$ cat src/rtl/alu_operand_stage.sv
// alu_operand_stage
// -----------------
// Registered operand-select stage placed between decode/register-read and the
// ALU. Operand A and operand B are each selected from NUM_IN candidate sources
// (register file, immediate, EX/MEM forwards, ...). The selected pair is held
// in a two-entry buffer behind a valid/ready handshake. o_in_ready comes from a
// register, so ALU back-pressure never creates a combinational path upstream.
//
// Optional feature (macro ALU_OPERAND_SEL_CHECK_EN):
//   defined   - a select >= NUM_IN zeroes that operand, and o_sel_err is stored
//               with the entry and presented while the entry is at the output.
//   undefined - an out-of-range select picks source 0, and o_sel_err is tied
//               to 0.
//
// Ports:
//   i_clk        rising-edge clock
//   i_reset      synchronous, active-high reset
//   i_in_data    flattened sources; source k is at [k*WIDTH +: WIDTH]
//   i_sel_a      source index for operand A
//   i_sel_b      source index for operand B
//   i_in_valid   upstream presents a request
//   o_in_ready   stage can accept a request this cycle
//   o_op_a       registered operand A
//   o_op_b       registered operand B
//   o_out_valid  o_op_a/o_op_b hold valid data
//   i_out_ready  ALU accepts the pair this cycle
//   o_sel_err    out-of-range select flag for the entry at the output
//   o_occupancy  number of entries held (0, 1 or 2)

module alu_operand_stage #(
    parameter int unsigned WIDTH  = 32,
    parameter int unsigned NUM_IN = 4,
    parameter int unsigned SEL_W  = 2
) (
    input  logic                    i_clk,
    input  logic                    i_reset,
    input  logic [NUM_IN*WIDTH-1:0] i_in_data,
    input  logic [SEL_W-1:0]        i_sel_a,
    input  logic [SEL_W-1:0]        i_sel_b,
    input  logic                    i_in_valid,
    output logic                    o_in_ready,
    output logic [WIDTH-1:0]        o_op_a,
    output logic [WIDTH-1:0]        o_op_b,
    output logic                    o_out_valid,
    input  logic                    i_out_ready,
    output logic                    o_sel_err,
    output logic [1:0]              o_occupancy
);

    localparam int unsigned NUM_SLOTS = 2 ** SEL_W;

    // State encoding doubles as the occupancy count.
    typedef enum logic [1:0] {
        StEmpty = 2'd0,
        StOne   = 2'd1,
        StTwo   = 2'd2
    } state_e;

    state_e             r_state;
    logic               r_in_ready;
    logic               r_out_valid;
    logic [WIDTH-1:0]   r_main_a;
    logic [WIDTH-1:0]   r_main_b;
    logic [WIDTH-1:0]   r_skid_a;
    logic [WIDTH-1:0]   r_skid_b;

    logic [WIDTH-1:0]   w_table [NUM_SLOTS];
    logic [WIDTH-1:0]   w_new_a;
    logic [WIDTH-1:0]   w_new_b;
    logic               w_accept;
    logic               w_drain;

    // Every select code maps to a fixed table slot, so out-of-range handling
    // is decided at elaboration time: pad slots hold zero or source 0.
    for (genvar k = 0; k < NUM_SLOTS; k++) begin : g_table
        if (k < NUM_IN) begin : g_src
            assign w_table[k] = i_in_data[k*WIDTH +: WIDTH];
        end else begin : g_pad
`ifdef ALU_OPERAND_SEL_CHECK_EN
            assign w_table[k] = '0;
`else
            assign w_table[k] = i_in_data[0 +: WIDTH];
`endif
        end
    end

    assign w_new_a  = w_table[i_sel_a];
    assign w_new_b  = w_table[i_sel_b];
    assign w_accept = i_in_valid & r_in_ready;
    assign w_drain  = r_out_valid & i_out_ready;

    always_ff @(posedge i_clk) begin
        if (i_reset) begin
            r_state     <= StEmpty;
            r_in_ready  <= 1'b1;
            r_out_valid <= 1'b0;
            r_main_a    <= '0;
            r_main_b    <= '0;
            r_skid_a    <= '0;
            r_skid_b    <= '0;
        end else begin
            case (r_state)
                StEmpty: begin
                    if (w_accept) begin
                        r_main_a    <= w_new_a;
                        r_main_b    <= w_new_b;
                        r_out_valid <= 1'b1;
                        r_state     <= StOne;
                    end
                end
                StOne: begin
                    if (w_accept && w_drain) begin
                        // Full-throughput case: main reloads in place.
                        r_main_a <= w_new_a;
                        r_main_b <= w_new_b;
                    end else if (w_accept) begin
                        r_skid_a   <= w_new_a;
                        r_skid_b   <= w_new_b;
                        r_in_ready <= 1'b0;
                        r_state    <= StTwo;
                    end else if (w_drain) begin
                        r_out_valid <= 1'b0;
                        r_state     <= StEmpty;
                    end
                end
                StTwo: begin
                    if (w_drain) begin
                        r_main_a   <= r_skid_a;
                        r_main_b   <= r_skid_b;
                        r_in_ready <= 1'b1;
                        r_state    <= StOne;
                    end
                end
                default: begin
                    r_state     <= StEmpty;
                    r_in_ready  <= 1'b1;
                    r_out_valid <= 1'b0;
                end
            endcase
        end
    end

`ifdef ALU_OPERAND_SEL_CHECK_EN
    logic r_main_err;
    logic r_skid_err;
    logic w_err_new;

    assign w_err_new = (32'(i_sel_a) >= NUM_IN) | (32'(i_sel_b) >= NUM_IN);

    // Error flags follow their entries through the same moves as the data.
    always_ff @(posedge i_clk) begin
        if (i_reset) begin
            r_main_err <= 1'b0;
            r_skid_err <= 1'b0;
        end else begin
            case (r_state)
                StEmpty: begin
                    if (w_accept) r_main_err <= w_err_new;
                end
                StOne: begin
                    if (w_accept && w_drain) r_main_err <= w_err_new;
                    else if (w_accept)       r_skid_err <= w_err_new;
                    else if (w_drain)        r_main_err <= 1'b0;
                end
                StTwo: begin
                    if (w_drain) begin
                        r_main_err <= r_skid_err;
                        r_skid_err <= 1'b0;
                    end
                end
                default: begin
                    r_main_err <= 1'b0;
                    r_skid_err <= 1'b0;
                end
            endcase
        end
    end

    assign o_sel_err = r_main_err;
`else
    assign o_sel_err = 1'b0;
`endif

    assign o_in_ready  = r_in_ready;
    assign o_out_valid = r_out_valid;
    assign o_op_a      = r_main_a;
    assign o_op_b      = r_main_b;
    assign o_occupancy = r_state;

endmodule

$ cat config.mk
export PLATFORM = sky130hd
export DESIGN_NAME = alu_operand_stage
export DESIGN_NICKNAME = d
export VERILOG_FILES = /design/src/rtl/alu_operand_stage.sv
export SDC_FILE = /design/constraint.sdc
export NUM_CORES = 1
export LEC_CHECK = 0
export CORE_ASPECT_RATIO = 1.25
export CORE_MARGIN = 1
export CORE_UTILIZATION = 40
export DETAILED_ROUTE_END_ITERATION = 8
export HOLD_SLACK_MARGIN = 0.12
export PLACE_DENSITY = 0.74
export SYNTH_ARGS = -nofsm -noshare
export SYNTH_HDL_FRONTEND = slang
export SYNTH_SLANG_ARGS = --single-unit
$ cat constraint.sdc
create_clock -name i_clk -period 3.9 [get_ports i_clk]
set_input_delay 0.585 -clock i_clk [delete_from_list [all_inputs] [get_ports i_clk]]
set_output_delay 0.585 -clock i_clk [all_outputs]
set_load 0.03 [all_outputs]
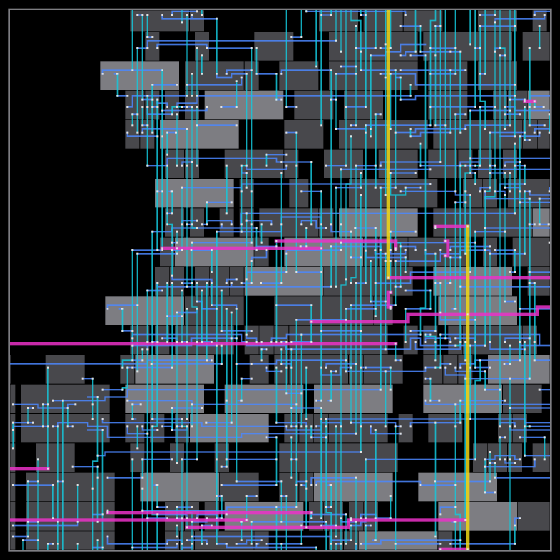
run_1/zoom.png
Window x 5 to 55, y 88 to 138 um. Cells in grey, sequential cells in the stronger grey; small squares are vias.
- met2: cyan
- met1: blue
- met3: magenta
- met4: yellow
- cells with their middle in the window: 164
- sequential cells in the window: 24
- netlist names of flops here include: r_skid_b (7), o_op_b (6), r_skid_a (6)
- most frequent: nand2_1 (60), dfxtp_1 (24), clkdlybuf4s50_1 (22)

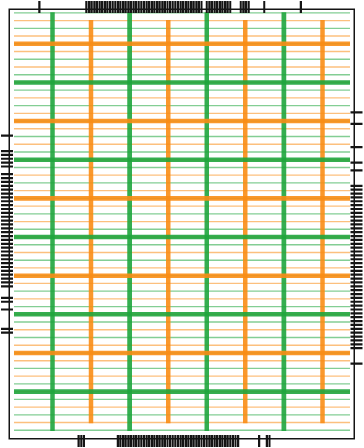
run_1/pdn.png
Pins as bars on the die edge.
- VDD: orange
- VSS: green
- met4 straps: 8
- met5 straps: 10
die height: 151 um
die width: 121 um
maximum vdd drop: 0.000283 V
core area: 17400 um2

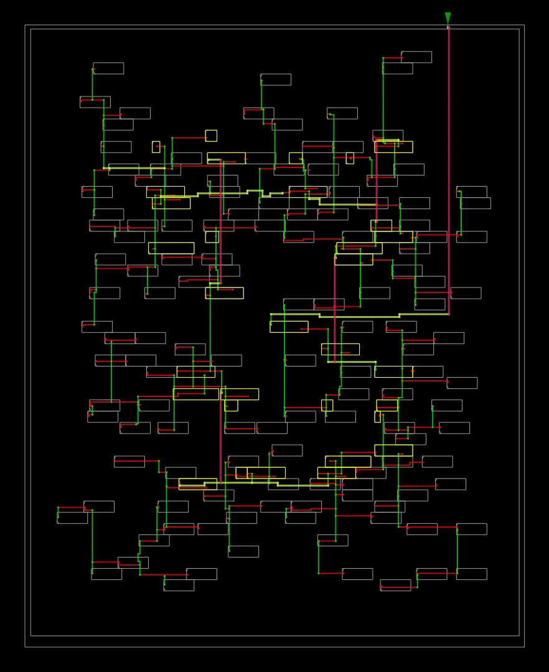
run_1/final_clocks.png
CLK BUF: 20
clock group total power: 1.71 mW
Final Skew: 24.2 ps
clock sinks: 132
sequential cell count: 132

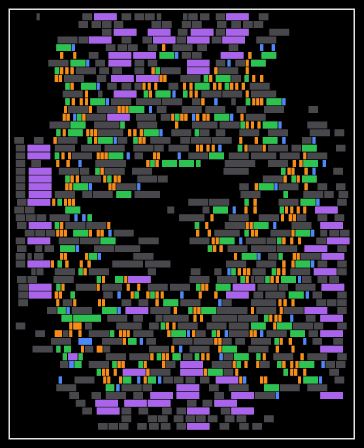
run_1/gate_families.png
- inverting AOI/OAI gates: green (cells 136; most used a21oi_1; where spread over the die)
- NAND gates: orange (cells 264; most used nand2_1; where spread over the die)
- multiplexers: purple (cells 65; most used mux4_2; where spread over the die)
- NOR gates: blue (cells 67; most used nor2_1; where spread over the die)
Commonest Layout Cell: nand2_1
count of non-filler cells in the finished layout: 1137
logic share of the area: 0.416

==> flow_metrics.py, run 1 <==
# Auto-generated metrics
metrics = {
    "grt": {
        "grt_max_degree": 129,
        "grt_pass1_vias": 6016,
        "grt_antenna_before_repair": 0,
        "grt_overflow_total": 0,
        "met1_usage": 0.243,
        "grt_pass1_wl_mm": 30.2,
        "grtUsageTotal": 0.215,
        "busiest_layer": "met2",
    },
    "clock_network": {
        "clockRootBuffer": "clkbuf_16",
        "ctsHoldBuffers": 0,
        "insertion_delay_ps": 430,
        "path_clk_slew_ps": 60,
        "cts_resized": 0,
        "cts_buffers": 17,
        "post_cts_buffers": 0,
        "htreeDepth": 4,
    },
    "route": {
        "dr_wl_met3_mm": 1.20,
        "drt_wl_total_mm": 19.3,
        "vias": 6159,
        "drc_errors": 0,
        "ant_nets": 0,
        "dr_wl_met2_mm": 10.1,
        "top_layer": "met4",
    },
    "final_timing": {
        "setup_ws_ps": 1600,
        "relSlewSlack": 0.397,
        "holdWs_ps": 452,
        "maxSlewViolCount": 0,
        "finalClockPeriodUsage": 0.589,
        "final.min_clock_period_ps": 2300,
    },
    "synthesis": {
        "ys_async_sr_fraction": 0,
        "yosysUniqueCellTypes": 24,
        "top_area_frac": 0.374,
        "synthTopLogicFamily": "multiplexers",
        "mux_share": 0.205,
        "compound_area_frac": 0.184,
        "synth.cell_area_um2": 7070,
        "synth.top_cells.by_count": "nand2_1, dfxtp_1, a21oi_1, nor2_1, mux4_2",
        "synthCells": 741,
        "yosysMostFrequentCell": "nand2_1",
        "yosysSeqAreaShare": 0.374,
    },
    "hold_path": {
        "min_path_cells": 2,
    },
    "job": {
        "maxCapViolCount": 0,
        "tool_warnings": 28,
    },
    "placed_design": {
        "routabilityCongestion": 0.742,
        "place_area_um2": 9110,
        "io_buffers": 203,
    },
    "critical_path": {
        "cp_data_required_time_ps": 3310,
        "critPathLaunchType": "register",
        "r2r_slack_ps": 1730,
        "path_depth": 1,
        "arrival_ps": 1710,
        "crit_chain": "clkdlybuf4s50_1",
        "cp_max_fo": 9,
        "cp-end-kind": "primary output",
        "max_stage_delay_ps": 750,
        "reg2reg_from": "o_occupancy[1]",
        "crit_family": "buffers and inverters",
        "cp-startpoint": "o_occupancy[1]",
        "reg2reg_to": "r_skid_a[16]",
    },
    "die": {
        "fp-row-count": 54,
        "chipArea_um2": 18200,
    },
    "layout": {
        "final-clk-cell-share": 0.0652,
        "seq_share": 0.271,
        "comb_cells": 537,
        "final_cell_mix": "nand2_1, clkdlybuf4s50_1, dfxtp_1",
        "final_util": 0.561,
        "largest_class": "multi-input combinational cells",
        "buffer_area_frac": 0.218,
        "seq_area_um2": 2640,
        "buffers": 212,
    },
    "power_and_ir_drop": {
        "switching_power_mw": 1.56,
        "p_comb_frac": 0.314,
        "seq_power_share": 0.334,
        "sequentialPower_mw": 1.62,
        "power-top-group": "the clock network",
        "power.leakage_nw": 3.33,
        "powerDensity_nw_per_um2": 499,
        "p_clk_frac": 0.352,
        "total_power_mw": 4.86,
    },
    "run_status": {
        "status": "completed",
    },
}
run_1/registers.png
Other sequential cells in the stronger grey, the rest of the logic in the fainter grey.
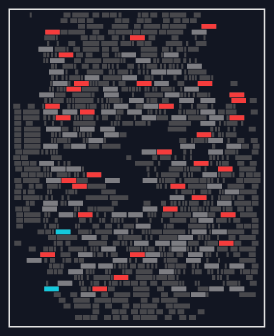

==> run 2: changes to the inputs <==
clock period = 2.4 ns   (was 3.9 ns; I/O delays follow)
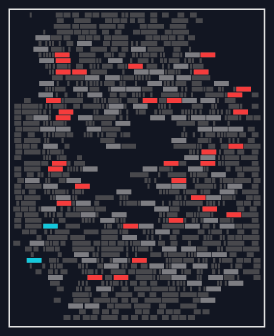
run_2/registers.png
Other sequential cells in the stronger grey, the rest of the logic in the fainter grey.
- o_op_b: red (sequential cells 32)
- o_occupancy: cyan (sequential cells 2)
- not coloured: 98
FF/Latch Area: 2640 um2
Seq area share: 0.265
final core utilization: 0.574

==> run 2 against run 1 <==
  * Cell area increased by 2.3%
  * Count of clock-buffer cells in the layout increased by 3
  * Area after synthesis unchanged
  * Global-route usage increased by 0.28 points
  * Sequential share of layout area decreased by 0.61 points
==> flow_metrics.py, run 2 <==
# Auto-generated metrics
metrics = {
    "critical_path": {
        "critPathLaunchType": "register",
        "cp-startpoint": "o_occupancy[1]",
        "arrival_ps": 1710,
        "max_stage_delay_ps": 750,
        "path_depth": 1,
        "reg2reg_to": "o_op_a[2]",
        "cp-end-kind": "primary output",
        "crit_family": "buffers and inverters",
        "reg2reg_from": "o_occupancy[0]",
        "cp_max_fo": 9,
        "cp_data_required_time_ps": 2040,
        "crit_chain": "clkdlybuf4s50_1",
        "r2r_slack_ps": 540,
    },
    "clock_network": {
        "path_clk_slew_ps": 60,
        "insertion_delay_ps": 410,
        "htreeDepth": 4,
        "post_cts_buffers": 0,
        "cts_tree": "done",
        "cts_buffers": 17,
        "ctsHoldBuffers": 0,
        "clockRootBuffer": "clkbuf_16",
    },
    "grt": {
        "grtUsageTotal": 0.218,
        "busiest_layer": "met2",
        "grt_max_degree": 70,
        "grt_pass1_wl_mm": 30.6,
        "grt_pass1_vias": 6158,
        "met1_usage": 0.241,
        "grt_overflow_total": 0,
    },
    "route": {
        "vias_per_cell": 5.41,
        "drt_wl_total_mm": 19.3,
        "dr_wl_met3_mm": 1.03,
        "drc_errors": 0,
        "ant_nets": 0,
        "dr_wl_met2_mm": 10.0,
        "vias": 6201,
        "top_layer": "met4",
    },
    "synthesis": {
        "synthSimpleGateAreaFrac": 0.180,
        "synth.top_cells.by_count": "nand2_1, dfxtp_1, a21oi_1, nor2_1, mux4_2",
        "yosysUniqueCellTypes": 24,
        "xor_area_frac": 0,
        "yosysMostFrequentCell": "nand2_1",
        "synthTopLogicFamily": "multiplexers",
        "mux_share": 0.205,
        "compound_area_frac": 0.184,
        "synth.cell_area_um2": 7070,
        "yosysSeqAreaShare": 0.374,
        "top_area_frac": 0.374,
    },
    "run_status": {
        "status": "completed",
    },
    "die": {
        "fp-row-count": 54,
        "die_h_um": 151,
        "die_x_um": 121,
        "core_area_um2": 17400,
    },
    "power_and_ir_drop": {
        "power.leakage_nw": 3.44,
        "p_clk_frac": 0.357,
        "power-top-group": "the clock network",
        "powerClk_mw": 2.90,
        "seq_power_share": 0.325,
        "sequentialPower_mw": 2.64,
        "total_power_mw": 8.12,
        "p_comb_frac": 0.318,
        "powerDensity_nw_per_um2": 815,
        "irDropWorstVdd_v": 0.000499,
        "switching_power_mw": 2.52,
    },
    "layout": {
        "buffer_area_frac": 0.233,
        "fin_area_um2": 9970,
        "buffers": 222,
        "largest_class": "multi-input combinational cells",
        "final-clk-cell-share": 0.0663,
        "comb_cells": 537,
        "lay_top_count": "nand2_1",
        "clockBufferCount": 23,
        "final_cell_mix": "nand2_1, clkdlybuf4s50_1, dfxtp_1",
    },
    "placed_design": {
        "routabilityCongestion": 0.735,
        "place_area_um2": 9310,
    },
    "final_timing": {
        "final.min_clock_period_ps": 2070,
        "fmax_ghz": 0.483,
        "setup_ws_ps": 328,
        "holdWs_ps": 452,
        "finalClockPeriodUsage": 0.863,
        "maxSlewViolCount": 0,
        "clock-skew-final_ps": 7.79,
    },
    "job": {
        "tool_warnings": 26,
        "maxCapViolCount": 0,
    },
    "hold_path": {
        "min_path_cells": 2,
    },
}
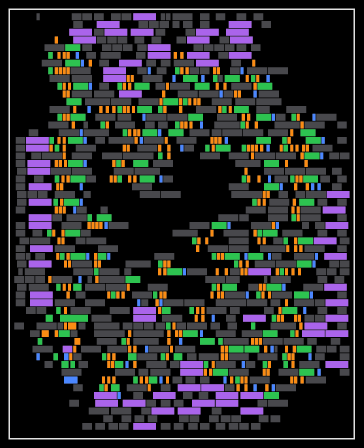
run_2/gate_families.png
- NOR gates: blue (cells 67; most used nor2_1; where spread over the die)
- NAND gates: orange (cells 264; most used nand2_1; where spread over the die)
- multiplexers: purple (cells 65; most used mux4_2; where spread over the die)
- inverting AOI/OAI gates: green (cells 136; most used a21oi_1; where spread over the die)
logic share of the area: 0.407
count of non-filler cells in the finished layout: 1147

==> run 3: changes to the inputs <==
CTS_CLUSTER_DIAMETER = 30   (was not set)
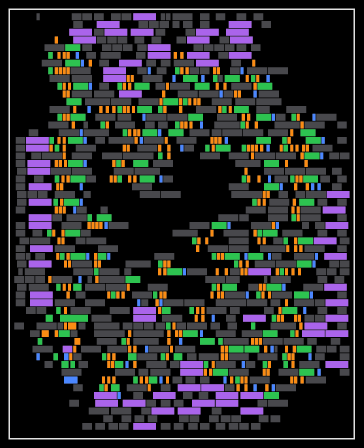
run_3/gate_families.png
- NAND gates: orange (cells 264; most used nand2_1; where spread over the die)
- multiplexers: purple (cells 65; most used mux4_2; where spread over the die)
- inverting AOI/OAI gates: green (cells 136; most used a21oi_1; where spread over the die)
- NOR gates: blue (cells 67; most used nor2_1; where spread over the die)

==> run 3 against run 2 <==
  * Final cell count stayed put
  * Sequential cell count stayed put
  * Register-to-register slack hardly changed
  * Die size stayed put
  * Maximum frequency stayed put
  * Synthesized cell count stayed put
  * Core utilization stayed put
  * Worst setup slack stayed put
  * Combinational power hardly changed
  * Sequential share of layout area stayed put
  * Non-clock buffer count stayed put
  * Via count stayed put
  * Critical endpoint unchanged
  * Largest cell class unchanged
  * Largest power group unchanged
==> flow_metrics.py, run 3 <==
# Auto-generated metrics
metrics = {
    "route": {
        "ant_nets": 0,
        "vias": 6201,
        "top_layer": "met4",
        "dr_wl_met3_mm": 1.03,
        "dr_wl_met2_mm": 10.0,
        "drc_errors": 0,
    },
    "grt": {
        "met1_usage": 0.241,
        "grt_max_degree": 70,
        "grt_overflow_total": 0,
        "grtUsageTotal": 0.218,
        "grt_pass1_wl_mm": 30.6,
    },
    "synthesis": {
        "yosysUniqueCellTypes": 24,
        "synth.cell_area_um2": 7070,
        "synthTopLogicFamily": "multiplexers",
        "synth.top_cells.by_count": "nand2_1, dfxtp_1, a21oi_1, nor2_1, mux4_2",
        "synthSimpleGateAreaFrac": 0.180,
    },
    "layout": {
        "buffers": 222,
        "clockBufferCount": 23,
        "final-clk-cell-share": 0.0663,
        "final_cell_mix": "nand2_1, clkdlybuf4s50_1, dfxtp_1",
        "final_util": 0.574,
        "seq_share": 0.265,
        "layout.cells.non_filler": 1147,
        "comb_share": 0.407,
    },
    "final_timing": {
        "clock-skew-final_ps": 7.79,
        "holdWs_ps": 452,
        "final.min_clock_period_ps": 2070,
        "fmax_ghz": 0.483,
    },
    "die": {
        "fp-row-count": 54,
        "die_h_um": 151,
        "core_area_um2": 17400,
    },
    "power_and_ir_drop": {
        "total_power_mw": 8.12,
        "switching_power_mw": 2.52,
    },
    "critical_path": {
        "max_stage_delay_ps": 750,
        "crit_family": "buffers and inverters",
        "cp-startpoint": "o_occupancy[1]",
        "reg2reg_to": "o_op_a[2]",
        "path_depth": 1,
        "cp_max_fo": 9,
    },
    "clock_network": {
        "path_clk_slew_ps": 60,
        "htreeDepth": 4,
        "clockRootBuffer": "clkbuf_16",
        "ctsHoldBuffers": 0,
    },
    "hold_path": {
        "min_path_cells": 2,
    },
    "job": {
        "tool_warnings": 26,
    },
    "placed_design": {
        "place_area_um2": 9310,
    },
    "run_status": {
        "status": "completed",
    },
}
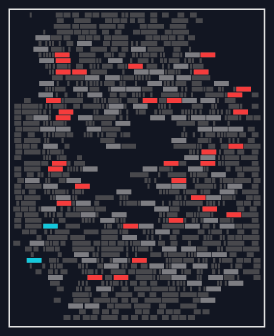
run_3/registers.png
Other sequential cells in the stronger grey, the rest of the logic in the fainter grey.
- o_occupancy: cyan (sequential cells 2)
- o_op_b: red (sequential cells 32)
- not coloured: 98
P_seq: 2.64 mW

Power figures rest on the tool's default switching activity, not on a simulated workload.
